===== src/rtl/instruction_fetch_pkg.sv =====
// Shared definitions for the instruction fetch unit: FSM state encoding,
// instruction-size type and the opcodes that have a non-default length.
package instruction_fetch_pkg;

  typedef enum logic [2:0] {
    FETCH_OP  = 3'd0,
    FETCH_OP1 = 3'd1,
    FETCH_OP2 = 3'd2,
    ISSUE     = 3'd3,
    ADVANCE   = 3'd4
  } fetch_state_e;

  // Instruction length in memory words; only 1..3 are ever produced.
  typedef logic [1:0] instr_size_t;

  localparam instr_size_t SIZE_1 = 2'd1;
  localparam instr_size_t SIZE_2 = 2'd2;
  localparam instr_size_t SIZE_3 = 2'd3;

  // Single-word opcode.
  localparam logic [7:0] OPC_83 = 8'h83;

  // Two-word opcodes; every other opcode is three words long.
  localparam logic [7:0] OPC_78 = 8'h78;
  localparam logic [7:0] OPC_80 = 8'h80;
  localparam logic [7:0] OPC_C0 = 8'hC0;
  localparam logic [7:0] OPC_81 = 8'h81;
  localparam logic [7:0] OPC_82 = 8'h82;
  localparam logic [7:0] OPC_84 = 8'h84;
  localparam logic [7:0] OPC_85 = 8'h85;
  localparam logic [7:0] OPC_87 = 8'h87;

endpackage


===== src/rtl/instruction_fetch_size_decoder.sv =====
// Combinational opcode-to-length decoder. Kept as its own block so the
// program counter's increment logic can reuse exactly the same table.
module instr_size_decoder
  import instruction_fetch_pkg::*;
#(
  parameter int DATA_W = 8
) (
  input  logic [DATA_W-1:0] opcode,
  output logic [1:0]        size
);

  // Look up the instruction length; anything not listed is three words.
  always_comb begin
    size = SIZE_3;
    if (opcode == DATA_W'(OPC_83)) begin
      size = SIZE_1;
    end else if ((opcode == DATA_W'(OPC_78)) || (opcode == DATA_W'(OPC_80)) ||
                 (opcode == DATA_W'(OPC_C0)) || (opcode == DATA_W'(OPC_81)) ||
                 (opcode == DATA_W'(OPC_82)) || (opcode == DATA_W'(OPC_84)) ||
                 (opcode == DATA_W'(OPC_85)) || (opcode == DATA_W'(OPC_87))) begin
      size = SIZE_2;
    end
  end

endmodule


===== src/rtl/instruction_fetch.sv =====
// Instruction fetch unit: reads a 1..3 word instruction starting at pc,
// presents it to decode, then strobes pc_load for one cycle.
module instruction_fetch
  import instruction_fetch_pkg::*;
#(
  parameter int ADDR_W = 6,
  parameter int DATA_W = 8
) (
  input  logic              clock,
  input  logic              reset_n,
  input  logic [ADDR_W-1:0] pc,
  input  logic [DATA_W-1:0] mem_data,
  input  logic              mem_ready,
  input  logic              ir_ready,
  output logic              mem_req,
  output logic [ADDR_W-1:0] mem_addr,
  output logic [DATA_W-1:0] opcode,
  output logic [DATA_W-1:0] operand1,
  output logic [DATA_W-1:0] operand2,
  output logic              instr_valid,
  output logic              pc_load
);

  fetch_state_e      state_q, state_d;
  logic [DATA_W-1:0] opcode_q, opcode_d;
  logic [DATA_W-1:0] operand1_q, operand1_d;
  logic [DATA_W-1:0] operand2_q, operand2_d;
  logic [DATA_W-1:0] size_opcode;
  logic [1:0]        size;

  // Size the word arriving from memory while fetching the opcode, otherwise the held opcode.
  always_comb begin
    size_opcode = (state_q == FETCH_OP) ? mem_data : opcode_q;
  end

  instr_size_decoder #(
    .DATA_W (DATA_W)
  ) u_size_decoder (
    .opcode (size_opcode),
    .size   (size)
  );

  // Next-state, capture and output decode; a fetch state only advances on a ready memory cycle.
  always_comb begin
    state_d     = state_q;
    opcode_d    = opcode_q;
    operand1_d  = operand1_q;
    operand2_d  = operand2_q;
    mem_req     = 1'b0;
    mem_addr    = pc;
    instr_valid = 1'b0;
    pc_load     = 1'b0;
    case (state_q)
      FETCH_OP: begin
        mem_req  = 1'b1;
        mem_addr = pc;
        if (mem_ready) begin
          opcode_d   = mem_data;
          operand1_d = '0;
          operand2_d = '0;
          state_d    = (size == SIZE_1) ? ISSUE : FETCH_OP1;
        end
      end
      FETCH_OP1: begin
        mem_req  = 1'b1;
        mem_addr = pc + ADDR_W'(1);
        if (mem_ready) begin
          operand1_d = mem_data;
          state_d    = (size == SIZE_2) ? ISSUE : FETCH_OP2;
        end
      end
      FETCH_OP2: begin
        mem_req  = 1'b1;
        mem_addr = pc + ADDR_W'(2);
        if (mem_ready) begin
          operand2_d = mem_data;
          state_d    = ISSUE;
        end
      end
      ISSUE: begin
        instr_valid = 1'b1;
        if (ir_ready) begin
          state_d = ADVANCE;
        end
      end
      ADVANCE: begin
        pc_load = 1'b1;
        state_d = FETCH_OP;
      end
      default: begin
        state_d = FETCH_OP;
      end
    endcase
  end

  // State and instruction registers; reset drops any partial instruction.
  always_ff @(posedge clock or negedge reset_n) begin
    if (!reset_n) begin
      state_q    <= FETCH_OP;
      opcode_q   <= '0;
      operand1_q <= '0;
      operand2_q <= '0;
    end else begin
      state_q    <= state_d;
      opcode_q   <= opcode_d;
      operand1_q <= operand1_d;
      operand2_q <= operand2_d;
    end
  end

  assign opcode   = opcode_q;
  assign operand1 = operand1_q;
  assign operand2 = operand2_q;

endmodule


===== config.mk =====
export PLATFORM = sky130hd
export DESIGN_NAME = instruction_fetch
export DESIGN_NICKNAME = d
export VERILOG_FILES = /design/src/rtl/instruction_fetch_pkg.sv /design/src/rtl/instruction_fetch_size_decoder.sv /design/src/rtl/instruction_fetch.sv
export SDC_FILE = /design/constraint.sdc
export NUM_CORES = 1
export LEC_CHECK = 0
export ABC_AREA = 1
export CAP_MARGIN = 10
export CELL_PAD_IN_SITES_DETAIL_PLACEMENT = 0
export CELL_PAD_IN_SITES_GLOBAL_PLACEMENT = 1
export CORE_ASPECT_RATIO = 2
export CORE_MARGIN = 10
export CORE_UTILIZATION = 29
export DETAILED_ROUTE_END_ITERATION = 8
export GPL_TIMING_DRIVEN = 0
export PLACE_DENSITY_LB_ADDON = 0.3
export SLEW_MARGIN = 0
export SYNTH_ARGS = -nofsm -noshare
export SYNTH_HDL_FRONTEND = slang
export SYNTH_SLANG_ARGS = --single-unit

===== constraint.sdc =====
create_clock -name clock -period 1.5 [get_ports clock]
set_input_delay 0.15 -clock clock [delete_from_list [all_inputs] [get_ports clock]]
set_output_delay 0.15 -clock clock [all_outputs]
set_load 0.02 [all_outputs]

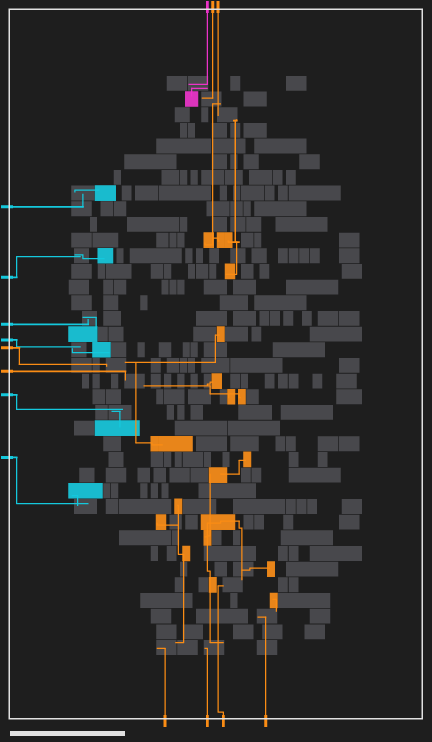
*Nets reached from selected ports, run 1*
Bar = 20 µm.
`mem_data`: drawn in orange, direction input, end cells 20, buffers 8, wire 361 µm. `ir_ready`: drawn in magenta, direction input, end cells 1, buffers 1, wire 20.1 µm. `mem_addr`: drawn in cyan, direction output, end cells 6, buffers 6, wire 128 µm.

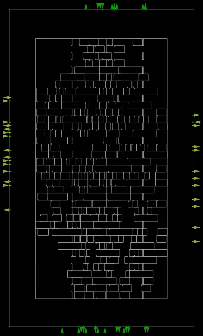
*Cell placement, run 1*
registers: 27
Layout Cells excl Fill: 337
Tapcells: 58

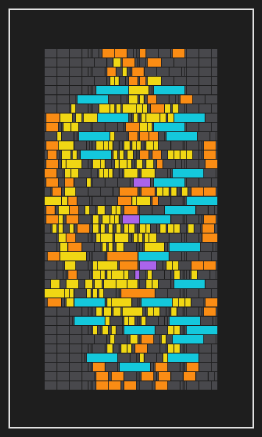
*Placed cells, one colour a class, run 1*
Fill, decap, tap and diode cells in grey.
remaining buffers and delay cells: drawn in orange, cells 74. remaining logic cells: drawn in yellow, cells 174. registers: drawn in cyan, cells 27. clock drivers and dummy loads: drawn in purple, cells 4.
final core utilization: 0.4972
Seq area share: 0.2649
area of the core: 5139 µm²

==> GITHUB_STEP_SUMMARY, run 1 <==
## PnR job results

| Metric | Value |
|---|---|
| Fin crit period | `between 1.5 and 2 ns` |
| Maxcap violations | `0` |
| Setup crit start | `state_q[0]$_DFFE_PN0P_` |
| GRT Overall Usage | `0.1191` |
| Largest net degree at the start of global routing | `20` |
| Clock power share | `0.070` |
| # setup viols final | `16` |
| Worst Setup Slack, final | `-0.4477 ns` |
| Outcome | `complete, but fails checks` |
| N_diodes | `0` |
| Main flop type | `dfrtp_1` |
| CTS tree | `built` |
| Vias in the first global route | `between 1500 and 2000` |
| Sw Pwr | `2842 µW` |
| Via density | `about 5.0` |
| GRT busiest layer | `met2` |
| Critical Path RT | `1.35 ns` |
| Setup slack, reg-to-reg | `-0.35 ns` |
| Clock sinks | `27` |
| Final #Nets | `about 300` |
| Final TNS setup | `-3.063 ns` |
| Seq cells post-synth | `27` |
| Number of synthesized flops with an enable pin | `0` |
| Leakage | `0.001185 µW` |
| Failing checks | `setup timing` |
| Top Layer Used | `met4` |
| Vias | `~1700` |
| I/O pin count | `a little over 50` |
| Relative slew slack | `0.6258` |
| Worst R2R Path Depth | `12` |
| Most frequent logic cell in the layout | `clkdlybuf4s50_1` |
| Hold Crit Class | `in2async` |
| Power per Cell Area | `2371 nW/µm²` |
## run 1: cell type report
type | count | area share
sequential | 27 | 0.2649
clock buffer | 4 | 0.01763
inverter | 28 | 0.04310
timing repair buffer | 69 | 0.2684
multi-input combinational | 146 | 0.3575
tap | 58 | 0.02840
buffer | 5 | 0.02008
## run 1: critical path, stage by stage, from the launching register on
cell,delay [ns]
dfrtp_1,0.44
nor2_4,0.16
inv_4,0.05
nor2_4,0.12
inv_2,0.06
buf_4,0.13
buf_4,0.12
buf_4,0.12
o211ai_1,0.15
buf_4,0.17
## run 1: registers in the layout, indices dropped and copies added, names as in the netlist
name	flops
operand1	8
operand2	8
state_q	3
opcode	8
### Signal wires by layer, run 1

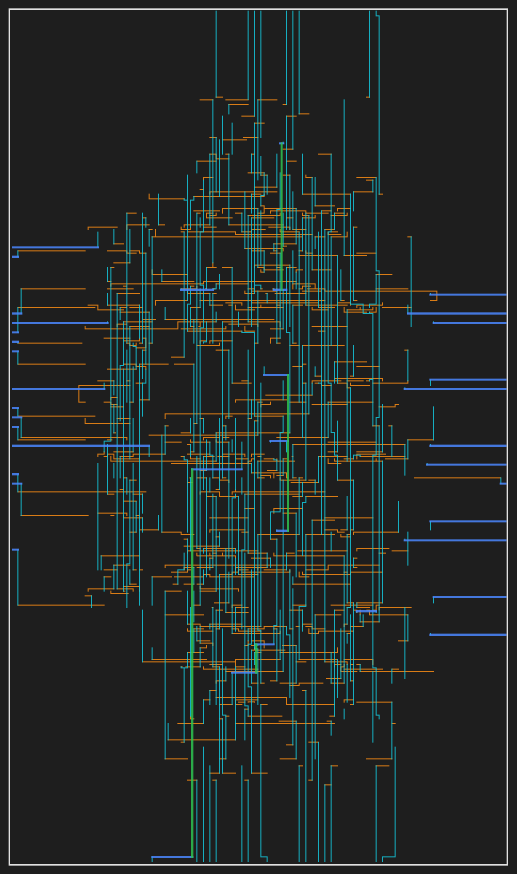

==> run 2, diff against run 1 <==
--- a/config.mk
+++ b/config.mk
@@ -14,7 +14,7 @@
 export CORE_UTILIZATION = 29
 export DETAILED_ROUTE_END_ITERATION = 8
 export GPL_TIMING_DRIVEN = 0
-export PLACE_DENSITY_LB_ADDON = 0.3
+export PLACE_DENSITY = 0.82
 export SLEW_MARGIN = 0
 export SYNTH_ARGS = -nofsm -noshare
 export SYNTH_HDL_FRONTEND = slang
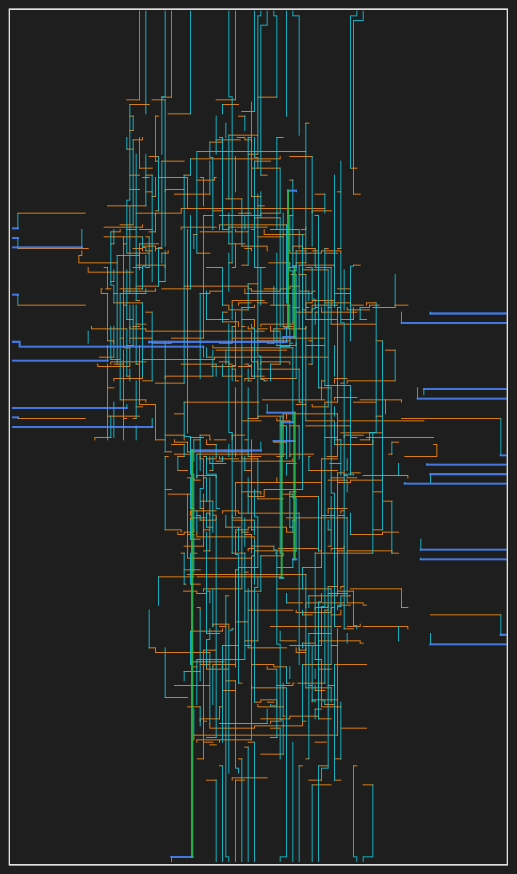
*Signal wires by layer, run 2*
M2: drawn in cyan, wire length 2980 µm. M1: drawn in orange, wire length 1640 µm. M3: drawn in blue, wire length 259 µm. M4: drawn in green, wire length 132 µm.
DR WL/cell: 14.95 µm
vias: 1652
Total Wirelength: 5009 µm
GRT Overall Usage: 0.1143

==> run 2 against run 1 <==
Hold slack improved by 0.19 ns; non-clock buffer count decreased by 2; synthesized area unchanged; cell count decreased by 0.59%; largest power group unchanged; the run still ends with setup timing left.
==> GITHUB_STEP_SUMMARY, run 2 <==
## PnR job results

| Metric | Value |
|---|---|
| Outcome | `complete, but fails checks` |
| Failing checks | `setup timing` |
| Crit path top cell by count | `nor2_4` |
| Most frequent logic cell in the layout | `nand2_1` |
| WP depth | `9` |
| Hold Crit Class | `in2async` |
| Relative slew slack | `0.5892` |
| Clock sinks | `27` |
| Final TNS setup | `-2.494 ns` |
| Vias in the first global route | `between 1500 and 2000` |
| Seq area share | `0.2775` |
| Critical Path RT | `1.35 ns` |
| Via density | `approximately 5` |
| Final core utilization | `0.4755` |
| Layout Cells excl Fill | `around 340` |
| Largest net degree at the start of global routing | `28` |
| CP peak stage delay | `0.44 ns` |
| Combinational fraction of the cell area | `0.3502` |
| Tapcells | `58` |
| Fin crit period | `approximately 1.9 ns` |
| Worst path bufs/invs | `3` |
| Delay-heaviest family, CP | `simple AND/OR/NAND/NOR gates` |
| Clk tree area frac | `0.01895` |
| Power per Cell Area | `2363 nW/µm²` |
| # setup viols final | `8` |
| Number of synthesized flops with an enable pin | `0` |
| Top Layer Used | `met4` |
| Setup slack, reg-to-reg | `-0.28 ns` |
| Main flop type | `dfrtp_1` |
| Inverters | `28` |
| Maxcap violations | `0` |
| Leading cell kind | `combinational gates` |
| Worst Setup Slack, final | `-0.4201 ns` |
| N_diodes | `0` |
| Final #Nets | `298` |
| Seq cells post-synth | `27` |
| Area of the core | `5139 µm²` |
| Layout non-clock buf frac | `0.2785` |
| Setup crit start | `state_q[0]$_DFFE_PN0P_` |
| Leakage | `0.001146 µW` |
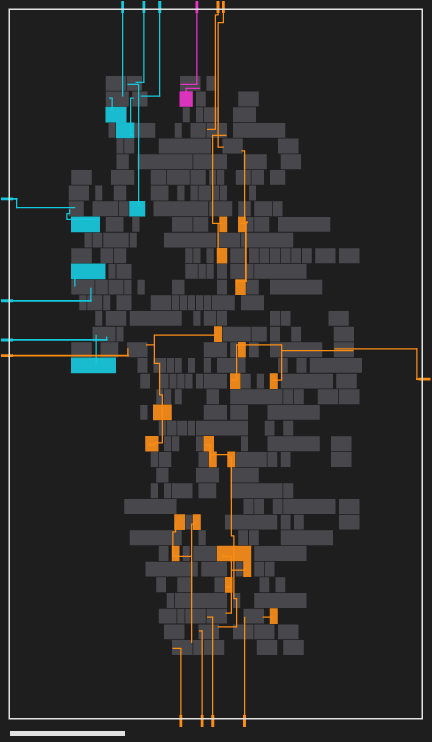
*Nets reached from selected ports, run 2*
Bar = 20 µm.
`ir_ready`: drawn in magenta, direction input, end cells 1, buffers 1, wire 19.2 µm. `mem_addr`: drawn in cyan, direction output, end cells 6, buffers 6, wire 139 µm. `mem_data`: drawn in orange, direction input, end cells 20, buffers 8, wire 365 µm.
Buffers on Ports: 50
I/O pin count: 51

## run 2: cell families (layout without fill, tap and decap cells)
| kind of cell | Yosys count | in the layout | share of synthesized area |
|---|---|---|---|
| AND-OR/OR-AND | 56 | 56 | 0.1907 |
| XOR/XNOR | 1 | 1 | 0.005706 |
| adder cells (fa/ha/maj) | 2 | 2 | 0.01630 |
| buffers and inverters | 33 | 104 | 0.08883 |
| flip-flops | 27 | 27 | 0.4401 |
| multiplexers | 2 | 2 | 0.01385 |
| AND/OR/NAND/NOR | 85 | 85 | 0.2445 |
## run 2: power by group through the flow
stage / Sequential [µW] / Combinational (µW) / Clock (µW)
after floorplan: 1710 / 1570 / 0
after global placement: 1320 / 3300 / 0
after detailed placement: 1340 / 3320 / 0
after CTS: 1330 / 3670 / 429
after global routing: 1370 / 4420 / 460
final: 1320 / 4040 / 422
### Cells by drive strength, run 2

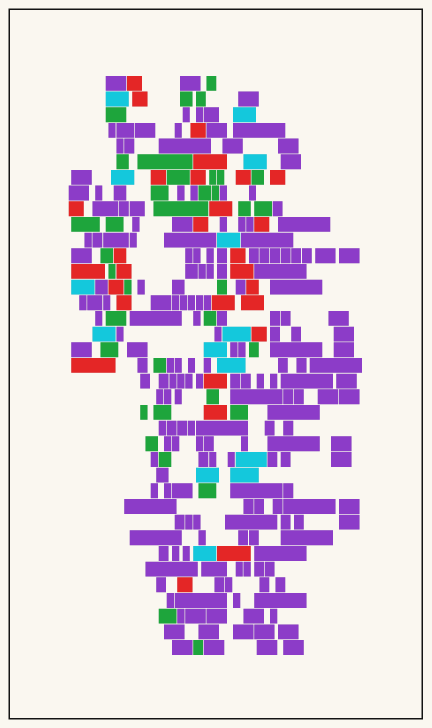

==> run 3, diff against run 2 <==
--- a/config.mk
+++ b/config.mk
@@ -10,11 +10,11 @@
 export CELL_PAD_IN_SITES_DETAIL_PLACEMENT = 0
 export CELL_PAD_IN_SITES_GLOBAL_PLACEMENT = 1
 export CORE_ASPECT_RATIO = 2
-export CORE_MARGIN = 10
-export CORE_UTILIZATION = 29
+export CORE_UTILIZATION = 30
+export CTS_BUF_LIST = sky130_fd_sc_hd__clkbuf_4 sky130_fd_sc_hd__clkbuf_8
 export DETAILED_ROUTE_END_ITERATION = 8
 export GPL_TIMING_DRIVEN = 0
-export PLACE_DENSITY = 0.82
+export PLACE_DENSITY = 0.84
 export SLEW_MARGIN = 0
 export SYNTH_ARGS = -nofsm -noshare
 export SYNTH_HDL_FRONTEND = slang
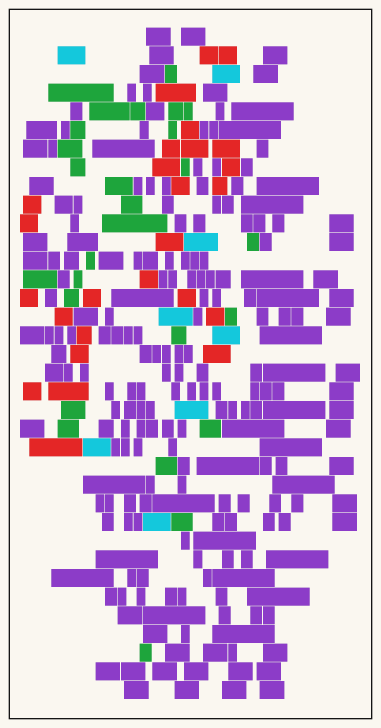
*Cells by drive strength, run 3*
x6 and larger: drawn in cyan, cells 8, share 3.0%. x2: drawn in green, cells 27, share 10%. x3 and x4: drawn in red, cells 26, share 9.6%. x1 and smaller: drawn in purple, cells 210, share 77%.

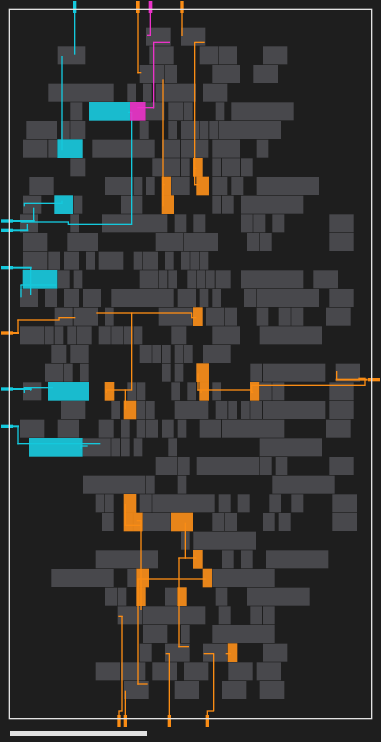
*Nets reached from selected ports, run 3*
Bar = 20 µm.
`mem_addr`: drawn in cyan, direction output, end cells 6, buffers 6, wire 104 µm. `ir_ready`: drawn in magenta, direction input, end cells 1, buffers 1, wire 18.1 µm. `mem_data`: drawn in orange, direction input, end cells 20, buffers 8, wire 242 µm.

==> run 3 against run 2 <==
The run still ends with setup timing left; global-route usage is 6.4 points higher; combinational power shrank about 10%; first-iteration DRC count shrank 51%; core utilization is 0.077 points higher; non-clock buffer count decreased by 6; total power fell by 6.7%; critical path type unchanged; cell count is 2.1% lower; critical path depth decreased by 1; highest routed layer unchanged.
==> GITHUB_STEP_SUMMARY, run 3 <==
## PnR job results

| Metric | Value |
|---|---|
| Outcome | `complete, but fails checks` |
| Failing checks | `setup timing` |
| Critical Path RT | `1.35 ns` |
| Final #Nets | `292` |
| Worst Setup Slack, final | `-0.4037 ns` |
| Hold Crit Class | `in2async` |
| GRT Overall Usage | `0.1787` |
| Combinational gates | `roughly 150` |
| Layout Cells excl Fill | `328` |
| Count of clock buffers in the final design | `3` |
| Layout non-clock buf frac | `0.2606` |
| WP depth | `8` |
| Combinational fraction of the cell area | `0.3510` |
| Worst path bufs/invs | `3` |
| Critical Path Slowest Stage Cell | `dfrtp_2` |
| Final TNS setup | `-2.394 ns` |
| Total Wirelength | `roughly 4400 µm` |
| Vias | `approximately 1600` |
| CP peak stage delay | `0.45 ns` |
| Clock power share | `0.079` |
| Largest net degree at the start of global routing | `28` |
| Clock network power | `428 µW` |
| Clock sinks | `27` |
| CTS tree | `built` |
| Top Layer Used | `met4` |
| Top power group | `combinational logic` |
| Number of synthesized flops with an enable pin | `0` |
| Tapcells | `57` |
| Vias in the first global route | `~1600` |
| DR WL/cell | `13.56 µm` |
| Sw Pwr | `2550 µW` |
| Worst-path cell chain | `nor2_4, inv_4, nor2_4, buf_4, nor2_1, nand3b_1, a21oi_4, buf_4` |
| Setup crit start | `state_q[0]$_DFFE_PN0P_` |
| Leakage | `0.001083 µW` |
| N_diodes | `0` |
| # setup viols final | `8` |
| Power per Cell Area | `between 2000 and 2500 nW/µm²` |
| Delay-heaviest family, CP | `simple AND/OR/NAND/NOR gates` |
| Clk tree area frac | `0.02087` |
| Maxcap violations | `0` |
| Inverters | `28` |
| Most frequent logic cell in the layout | `nand2_1` |
| P_comb | `3620 µW` |
| Setup slack, reg-to-reg | `-0.29 ns` |
run 3: cell counts after synthesis:
No cell type changed its count.
run 3: logic make-up after synthesis:
group | synth area share
multiplexers | 0.01385
adder cells (fa/ha/maj) | 0.01630
buffers and inverters | 0.08883
XOR/XNOR | 0.005706
flip-flops | 0.4401
AND-OR/OR-AND | 0.1907
AND/OR/NAND/NOR | 0.2445
run 3: how the worst min path moves through the flow:
stage | to | cells after the start
after global routing | opcode[6]$_DFFE_PN0P_ | 2
after detailed placement | operand2[2]$_DFFE_PN0P_ | 2
final | opcode[6]$_DFFE_PN0P_ | 2
after global placement | operand1[0]$_DFFE_PN0P_ | 2
after floorplan | opcode[0]$_DFFE_PN0P_ | 0
after CTS | opcode[0]$_DFFE_PN0P_ | 3
No activity file was given, so power comes from the tool's default toggle rates.
